--- src/rtl/logic_unit_pipe.sv ---
// -----------------------------------------------------------------------------
// logic_unit_pipe
//
// Two-stage pipelined bitwise logic unit. This module takes a beat of two
// WIDTH-bit operands and a 3-bit function select. Two register stages later it
// presents the bitwise result, a zero flag and a parity flag. Both sides use
// valid/ready flow control. A wrapping counter records how many results the
// consumer has taken.
//
// Ports
//   clk         in   1      rising-edge clock
//   reset       in   1      synchronous, active-high reset
//   in_valid    in   1      operand beat valid
//   in_ready    out  1      unit can accept an operand beat this cycle
//   in_a        in   WIDTH  operand A
//   in_b        in   WIDTH  operand B (unused by NOT A and PASS A)
//   in_op       in   3      function select:
//                             0 AND, 1 OR, 2 NOT A, 3 NAND,
//                             4 NOR, 5 XOR, 6 XNOR, 7 PASS A
//   out_valid   out  1      result beat valid
//   out_ready   in   1      consumer accepts the result beat
//   out_result  out  WIDTH  function result
//   out_zero    out  1      1 when out_result == 0
//   out_parity  out  1      XOR-reduction of out_result
//   done_count  out  CNT_W  number of results taken (wraps to 0)
//
// Handshake: a beat moves across an interface on every rising edge where both
// valid and ready are high. While valid is high and ready is low, the producer
// keeps the beat and its payload stable. Valid never depends on ready. Ready
// may depend combinationally on the downstream ready.
// -----------------------------------------------------------------------------
module logic_unit_pipe #(
  parameter int WIDTH = 8,
  parameter int CNT_W = 16
) (
  input  logic             clk,
  input  logic             reset,
  input  logic             in_valid,
  output logic             in_ready,
  input  logic [WIDTH-1:0] in_a,
  input  logic [WIDTH-1:0] in_b,
  input  logic [2:0]       in_op,
  output logic             out_valid,
  input  logic             out_ready,
  output logic [WIDTH-1:0] out_result,
  output logic             out_zero,
  output logic             out_parity,
  output logic [CNT_W-1:0] done_count
);

  typedef enum logic [2:0] {
    OP_AND  = 3'd0,
    OP_OR   = 3'd1,
    OP_NOTA = 3'd2,
    OP_NAND = 3'd3,
    OP_NOR  = 3'd4,
    OP_XOR  = 3'd5,
    OP_XNOR = 3'd6,
    OP_PASS = 3'd7
  } op_e;

  // ---------------------------------------------------------------------------
  // Stage registers
  // ---------------------------------------------------------------------------
  logic             s1_valid;
  logic [WIDTH-1:0] s1_a;
  logic [WIDTH-1:0] s1_b;
  op_e              s1_op;

  logic             s2_valid;
  logic [WIDTH-1:0] s2_result;
  logic             s2_zero;
  logic             s2_parity;

  // ---------------------------------------------------------------------------
  // Flow control
  // A stage may load when it is empty, or when the stage after it is being
  // drained on this same edge. Because of this ready chain, a full pipeline
  // with out_ready high still accepts one beat per cycle.
  // ---------------------------------------------------------------------------
  logic s2_adv;
  logic s1_adv;
  logic in_fire;
  logic out_fire;

  always_comb begin
    s2_adv   = !s2_valid || out_ready;
    s1_adv   = !s1_valid || s2_adv;
    in_fire  = in_valid && s1_adv;
    out_fire = s2_valid && out_ready;
  end

  assign in_ready = s1_adv;

  // ---------------------------------------------------------------------------
  // Stage 1: capture operands and function select
  // ---------------------------------------------------------------------------
  always_ff @(posedge clk) begin
    if (reset) begin
      s1_valid <= 1'b0;
    end else if (s1_adv) begin
      s1_valid <= in_valid;
    end
  end

  // Payload loads only on an accepted beat. When the stage is idle the old
  // contents are don't-care, so they can stay as they are.
  always_ff @(posedge clk) begin
    if (in_fire) begin
      s1_a  <= in_a;
      s1_b  <= in_b;
      s1_op <= op_e'(in_op);
    end
  end

  // ---------------------------------------------------------------------------
  // Function evaluation between stage 1 and stage 2
  // ---------------------------------------------------------------------------
  logic [WIDTH-1:0] fn_result;

  always_comb begin
    fn_result = '0;
    case (s1_op)
      OP_AND:  fn_result = s1_a & s1_b;
      OP_OR:   fn_result = s1_a | s1_b;
      OP_NOTA: fn_result = ~s1_a;
      OP_NAND: fn_result = ~(s1_a & s1_b);
      OP_NOR:  fn_result = ~(s1_a | s1_b);
      OP_XOR:  fn_result = s1_a ^ s1_b;
      OP_XNOR: fn_result = ~(s1_a ^ s1_b);
      OP_PASS: fn_result = s1_a;
      default: fn_result = '0;
    endcase
  end

  // ---------------------------------------------------------------------------
  // Stage 2: result and flags, driven straight to the output ports.
  // Reset clears the payload too, so the outputs read as all zero right after
  // reset. This includes out_zero, even though out_result is 0 at that point.
  // ---------------------------------------------------------------------------
  always_ff @(posedge clk) begin
    if (reset) begin
      s2_valid  <= 1'b0;
      s2_result <= '0;
      s2_zero   <= 1'b0;
      s2_parity <= 1'b0;
    end else if (s2_adv) begin
      s2_valid <= s1_valid;
      if (s1_valid) begin
        s2_result <= fn_result;
        s2_zero   <= (fn_result == '0);
        s2_parity <= ^fn_result;
      end
    end
  end

  assign out_valid  = s2_valid;
  assign out_result = s2_result;
  assign out_zero   = s2_zero;
  assign out_parity = s2_parity;

  // ---------------------------------------------------------------------------
  // Completed-result counter, wraps naturally at 2^CNT_W
  // ---------------------------------------------------------------------------
  always_ff @(posedge clk) begin
    if (reset) begin
      done_count <= '0;
    end else if (out_fire) begin
      done_count <= done_count + CNT_W'(1);
    end
  end

endmodule

--- config.mk ---
export PLATFORM = sky130hd
export DESIGN_NAME = logic_unit_pipe
export DESIGN_NICKNAME = d
export VERILOG_FILES = /design/src/rtl/logic_unit_pipe.sv
export SDC_FILE = /design/constraint.sdc
export NUM_CORES = 1
export LEC_CHECK = 0
export CORE_ASPECT_RATIO = 0.6
export CORE_MARGIN = 2
export CORE_UTILIZATION = 52
export CTS_CLUSTER_SIZE = 40
export DETAILED_ROUTE_END_ITERATION = 6
export PLACE_DENSITY = 0.86
export SYNTH_ARGS = -nofsm -noshare
export SYNTH_HDL_FRONTEND = slang
export SYNTH_SLANG_ARGS = --single-unit
--- constraint.sdc ---
create_clock -name clk -period 2.9 [get_ports clk]
set_input_delay 0.29 -clock clk [delete_from_list [all_inputs] [get_ports clk]]
set_output_delay 0.29 -clock clk [all_outputs]
set_load 0.01 [all_outputs]
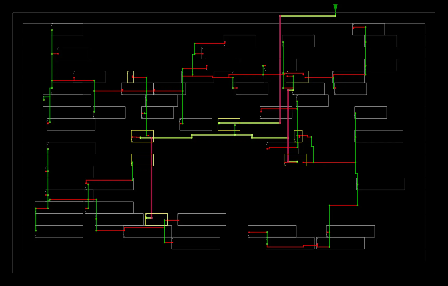
(clock nets)
Layout Skew: 0.00507 ns
Power Clock: 0.405 mW
clock buf count: 7

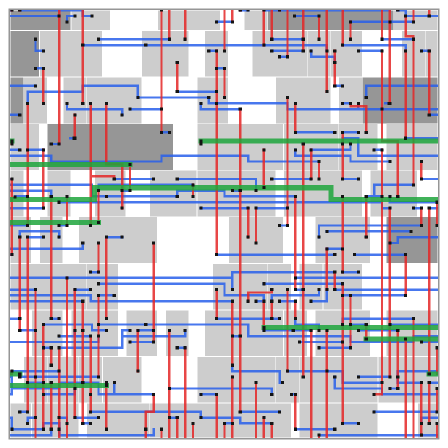
(a small window of the routed layout)
Window x 36 to 61, y 17 to 42 µm. Cells in grey, sequential cells in the stronger grey; small squares are vias.
layer	colour
M2	red
M1	blue
M3	green
most frequent	ha_1 (8), nor2_1 (7), nand2_1 (5)
netlist names of flops here include	out_parity (1), out_result (1)
cells with their middle in the window	59
sequential cells in the window	2

==> results.rst <==
Run summary
-----------

.. list-table::
   :header-rows: 1

   * - Metric
     - Value
   * - Status
     - completed
   * - Row count
     - 20
   * - Capture instance of the worst register-to-register path
     - out_parity
   * - Maximum cell stage delay along the critical path
     - 0.78 ns
   * - IR drop worst, VDD
     - 232 µV
   * - Synthesized chip area reported by yosys
     - 0.00268 mm²
   * - Max FO, Critical Path
     - 19
   * - Number of instances in the placed design
     - 382
   * - Type of the worst setup path
     - flip-flop to flip-flop
   * - Number of H-tree levels
     - 2
   * - Count of distinct cell types in the synthesized netlist
     - 52
   * - Count of placed standard cells in the final layout, fillers left out
     - 390
   * - Met2 routed WL
     - 2.48 mm
   * - Height of the chip
     - 59.6 µm
   * - Worst Hold Depth
     - 2
   * - Clock Power Share
     - 28.6%
   * - Routed metal-1 wirelength
     - 2.72 mm
   * - Power dissipated in combinational cells
     - 0.273 mW
   * - Final period util
     - 91.3%
   * - Buffering overhead
     - 16.5%
   * - Number of enable flip-flop cells
     - 19
   * - Slew at the pin closest to its max-slew limit
     - 0.776 ns
   * - Die width
     - 96.6 µm
   * - Int Power
     - 1.05 mW
   * - Placed Area
     - 0.00321 mm²
   * - Most frequent cell after synthesis
     - nor2_1
   * - Final Hold Violation Tally
     - 0
   * - Worst Setup EP
     - out_parity
   * - CTS clock-pin slew for the worst setup and hold paths
     - 0.08 ns
   * - Worst path cell trace
     - inv_2, o211ai_1, o21ai_1, a221oi_1, or2_1, ha_1, xnor2_1, xnor2_1, a211oi_1
   * - Synth Area per Inst
     - 9.69 µm²
   * - Avg Vias per Cell
     - 5.44
   * - Synthesized-area fraction occupied by xor and xnor cells
     - 5.89%
   * - Comb. cell area
     - 0.00137 mm²
   * - Setup slack after placement
     - 0.409 ns
   * - Share of the synthesized area in the top cell type
     - 21.3%
   * - Most used flip-flop cell after synthesis
     - dfxtp_1
   * - WL met3
     - 291 µm
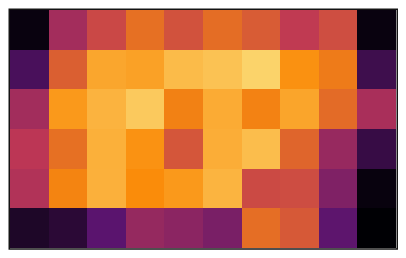
(local utilization)
Scale: 4 px per µm. 10 x 6 tiles, from black (low) to pale yellow (high), 0 to 100% covered.
nearly empty tiles	1.7%
tiles over 75% full	30%
fullest tile	90%
core region area: 0.00500 mm²
post-layout utilization of the core: 65.9%
Core Density at Floorplan: 53.5%

Power is estimated from default activity; no workload was simulated.
